==> config.mk <==
export PLATFORM = sky130hd
export DESIGN_NAME = muldiv_seq
export DESIGN_NICKNAME = d
export VERILOG_FILES = /design/src/rtl/muldiv_seq_pkg.sv /design/src/rtl/muldiv_seq_adder.sv /design/src/rtl/muldiv_seq.sv
export SDC_FILE = /design/constraint.sdc
export NUM_CORES = 1
export LEC_CHECK = 0
export CAP_MARGIN = 20
export CORE_MARGIN = 2
export CORE_UTILIZATION = 40
export DETAILED_ROUTE_END_ITERATION = 10
export GPL_TIMING_DRIVEN = 1
export HOLD_SLACK_MARGIN = 0.03
export PLACE_DENSITY = 0.59
export SYNTH_ARGS = -nofsm -noshare
export SYNTH_HDL_FRONTEND = slang
export SYNTH_HIERARCHICAL = 1
export SYNTH_SLANG_ARGS = --single-unit
==> constraint.sdc <==
create_clock -name i_clk -period 7.8 [get_ports i_clk]
set_clock_uncertainty 0.2 [all_clocks]
set_input_delay 1.56 -clock i_clk [delete_from_list [all_inputs] [get_ports i_clk]]
set_output_delay 1.56 -clock i_clk [all_outputs]
set_load 0.01 [all_outputs]
**Run 1: register map, names as in the netlist**

Scale: 2 px per um. Other sequential cells in the stronger gray, the rest of the logic in the fainter gray.
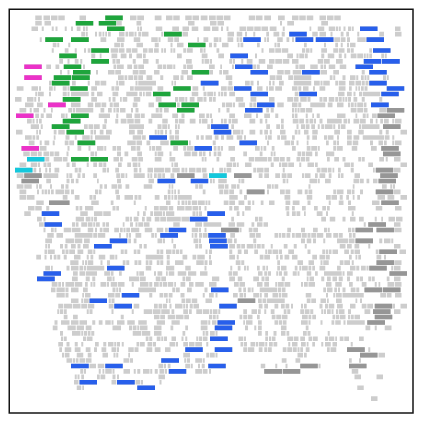
[magenta] count | sequential cells: 5 | where: north-west
[cyan] state | sequential cells: 3
[blue] acc | sequential cells: 64 | where: all over the die
[green] opd | sequential cells: 32 | where: north-west
not colored: 38
flip-flop and latch share of the layout cell area: 20.7%
Flop area: 0.00356 mm2
final core utilization: 44.6%
power attributed to sequential cells: 1320 uW

**Run 1: placement by cell class**

Scale: 2 px per um. Fill, decap, tap and diode cells in gray.
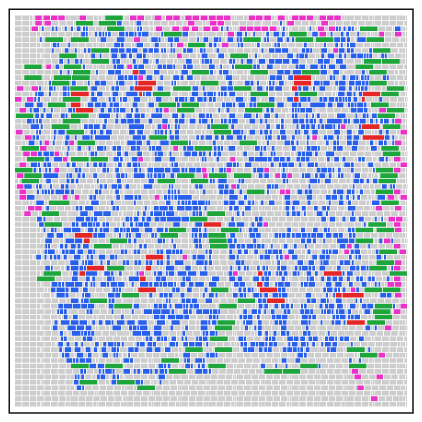
[blue] remaining logic cells | cells: 1,720
[green] registers | cells: 142
[red] clock drivers and dummy loads | cells: 32
[magenta] remaining buffers and delay cells | cells: 143
fin area: 0.0172 mm2
Rows: 72
Core Box Area: 0.0385 mm2

**Run 1: track usage over the die**

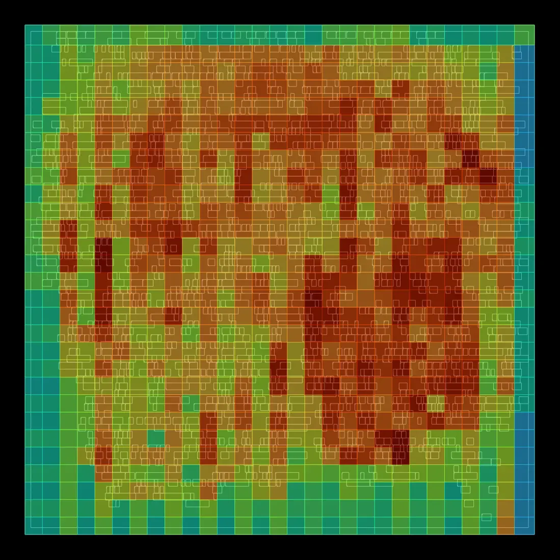
GRT met1 Usage: 46.3%
GR met3 Demand/Resource: 7.08%
wire length per cell after detailed routing: 26.1 um

==> results_slide.txt <==
Flow Results at a Glance

Cells and area
  • Signal buffers share of area: 7.79%
  • Proportion of layout cells with a drive suffix above 1: 8.39%
  • Most common cell after layout, fill and taps aside: sky130_fd_sc_hd__nand2_1
  • Flip-flop count of the largest register after layout: 64
  • Commonest non-fill, non-tap cells in the layout: 228 x sky130_fd_sc_hd__nand2_1, 187 x sky130_fd_sc_hd__nor2_1, 173 x sky130_fd_sc_hd__a21oi_1, 161 x sky130_fd_sc_hd__o21ai_0, 141 x sky130_fd_sc_hd__dfrtp_1
  • Antenna fix cells: 0
  • Number of inserted filler cells in the final layout: 3,935
  • Non-clock inverters: 30
  • Area growth from synthesis to layout: 10.4%
  • Final net count: 2,134
  • Count of clock buffers in the final design: 18
  • Leading cell kind: multi-input combinational cells
  • Combinational gate count: 1,690
  • Non-clock buffers: 143
  • Comb area share: 63.6%
  • Area of the multi-input gates: 0.0109 mm2
  • Number of sequential cells in the layout: 142
  • Clock buffers and inverters, area share: 3.46%

GRT
  • Antenna violations before repair: 1
  • Total Routing Usage GR: 32.5%
  • Largest net degree at the start of global routing: 113
  • Total grt overflow: 0
  • Number of global-route vias before repair: 15,500
  • Wire length of the first global-routing pass: 101 mm

Yosys
  • Leading post-synthesis cells by instance count: 228 x sky130_fd_sc_hd__nand2_1, 188 x sky130_fd_sc_hd__nor2_1, 176 x sky130_fd_sc_hd__clkbuf_1
  • Area fraction in full adders, half adders and majority gates: 3.24%
  • Top cells, area: sky130_fd_sc_hd__dfrtp_1 23%, sky130_fd_sc_hd__a21oi_1 5.6%, sky130_fd_sc_hd__nand2_1 5.5%, sky130_fd_sc_hd__o21ai_0 5.2%, sky130_fd_sc_hd__nor2_1 4.5%
  • Net count after synthesis: 2,203
  • Most used flip-flop cell: sky130_fd_sc_hd__dfrtp_1
  • Synthesized-area fraction occupied by xor and xnor cells: 7.55%
  • Count of flip-flops with a built-in enable after synthesis: 0
  • Proportion of synthesized chip area in sequential cells: 22.9%
  • Synth logic family: AND-OR/OR-AND gates
  • Number of storage elements in the synthesis netlist: 142
  • Average size of a mapped cell: 7.43 um2
  • Number of cells in the yosys synthesis report: 2,093
  • Most area-hungry cell type in the Yosys netlist: sky130_fd_sc_hd__dfrtp_1
  • Yosys Chip Area: 0.0155 mm2
  • Cell Type Count: 94
  • YS warnings: 6
  • AO/OA Area Share: 29.8%
  • Area of the mapped netlist: 0.0155 mm2
  • Basic-gate share of the synthesized area counting and, or, nand and nor cells: 22.0%
  • Synthesized instance count: 2,093
  • Async set-or-reset flop fraction in the synthesized netlist: 100%
  • Synth mux share: 7.41%
  • Most frequent cell after synthesis: sky130_fd_sc_hd__nand2_1
  • Yosys top cell area share: 22.9%

Job
  • Number of warning messages in the logs: 30
  • Max-capacitance violation count: 0

Status
  • Status: finished, final reports clean

Final timing
  • Time the final worst path needs with I/O delays and setup: 5.40 ns
  • Sum Neg Setup Slack: 0 ns
  • Portion of the clock cycle consumed by the worst path in the final layout: 69.2%
  • RSZ-0062 raised after global routing: no
  • Max-slew headroom at the worst pin: 25.8%
  • Final setup violating endpoints: 0
  • Maximum achievable frequency: 185 MHz
  • Transition at the pin with the smallest max-transition slack: 1.09 ns
  • Slew Limit Fails: 0
  • Final Hold Violating Endpoints: 0

Worst setup path
  • Number of stages on the worst setup path: 17
  • Category of the critical setup timing path: reg -> reg
  • Required time at the endpoint of the critical path: 7.96 ns
  • Reg2Reg Depth: 17
  • Largest driver fanout on the critical path: 71
  • Maximum cell stage delay along the critical path: 0.64 ns
  • Arrival time of data at the critical path endpoint: 5.56 ns
  • Worst setup EP type: flop
  • Worst Setup Start Kind: flop
  • Bufs and invs on worst path: 2
  • Top Family by Delay on Critical Path: simple AND/OR/NAND/NOR gates
  • Setup slack, reg-to-reg: 2.40 ns
  • CP cell instances: buf_4 -> nand2_1 -> o21ai_0 -> fa_1 -> fa_1 -> a211oi_1 -> o21a_1 -> nor3_1 -> o2111ai_2 -> o211ai_2 -> or4_1 -> and3_2 -> buf_4 -> mux2i_1 -> nor2_1 -> a21oi_1 -> o31ai_1
  • CP max-delay cell: sky130_fd_sc_hd__dfrtp_4

Route
  • Routed length on met2: 28.8 mm
  • Total vias in the final route: 16,800
  • Initial detailed-routing violation count: 2,147
  • Met3 WL post-DR: 6.37 mm
  • Met1 wire length: 29.4 mm
  • Detail Route Antenna Nets: 0
  • Drt drc: 0
  • Aggregate routed wire length: 66.8 mm
  • Number of iterations in the first detailed-routing pass: 8
  • Avg Vias per Cell: 6.56
  • DR top layer: met4

Die
  • Top-Level Pins: 106
  • DIE HEIGHT: 201 um
  • Number of tap cells added at floorplan: 518
  • Initial Utilization: 40.4%
  • Horiz. Die Dim: 201 um
  • Chip Area: 0.0404 mm2

Clock tree
  • Number of buffers inserted by hold repair at cts: 0
  • Source-to-sink clock delay at the later pin of the worst-skew pair: 0.47 ns
  • Number of buffers created by CTS: 17
  • Clock slew seen by the registers of the worst setup and hold paths: 0.07 ns
  • Maximum root-to-sink buffer count: 2
  • Quantity of gates resized following cts: 0
  • Clock root cell: sky130_fd_sc_hd__clkbuf_16
  • Number of clock sinks: 142
  • Number of setup buffers added after CTS: 0
  • Max H-tree Level: 4
  • CTS tree: built

Hold path
  • Number of instances on the worst hold path: 2
  • Hold WC Path Type: reg -> reg

Power
  • Pleak: 0.00667 uW
  • Max rail drop VDD: 0.000192 V
  • Power per cell area: 296 mW/mm2
  • Sum of internal, switching and leakage power: 5080 uW

Placed design
  • Count of port buffers added during placement: 105
  • HPWL reported at the end of detailed placement: 48.8 mm
  • Final weighted congestion of routability-driven global placement: 0.967
==> run 1: power breakdown <==
group	internal [uW]	switching (uW)	total (uW)	leakage [uW]
registers	856	460	1320	0.00182
clock network	485	385	870	0.000288
logic	1020	1860	2890	0.00457
==> run 1: layer usage <==
| metal | vias up | GRT usage [%] |
|---|---|---|
| met3 | 136 | 7.08 |
| li1 | 7583 | - |
| met1 | 8074 | 46.3 |
| met5 | - | 0 |
| met2 | 970 | 48.3 |
| met4 | 0 | 11.6 |
==> run 1: cells by family (layout without fill, tap and decap cells) <==
group | Yosys count | count (layout)
muxes | 110 | 110
adders and majority gates | 39 | 39
AOI/OAI and AO/OA | 704 | 704
buffers and inverters | 261 | 205
and+or+nand+nor | 703 | 703
DFF | 142 | 142
xor gates and xnor gates | 134 | 134
==> run 1: worst min-delay path, stage by stage, from the launching register on <==
cell and delay (ns):
sky130_fd_sc_hd__dfrtp_1 0.34, sky130_fd_sc_hd__nand2_1 0.05, sky130_fd_sc_hd__o31ai_1 0.05
==> run 1: per-stage QoR <==
| stage | cells | area (um2) | setup slack, ns | util (%) | hold WS (ns) |
|---|---|---|---|---|---|
| global placement | 2523 | 16600 | 2.60 | 43.1 | 0.266 |
| CTS | 2555 | 17200 | 2.47 | 44.6 | 0.282 |
| global route | 2555 | 17200 | 2.11 | 44.6 | 0.298 |
| floorplan | 2093 | 15500 | 2.23 | - | 0.283 |
| finish | 2555 | 17200 | 2.40 | 44.6 | 0.273 |
| detailed placement | 2523 | 16600 | 2.50 | 43.1 | 0.267 |
Power is estimated from default activity; no workload was simulated.
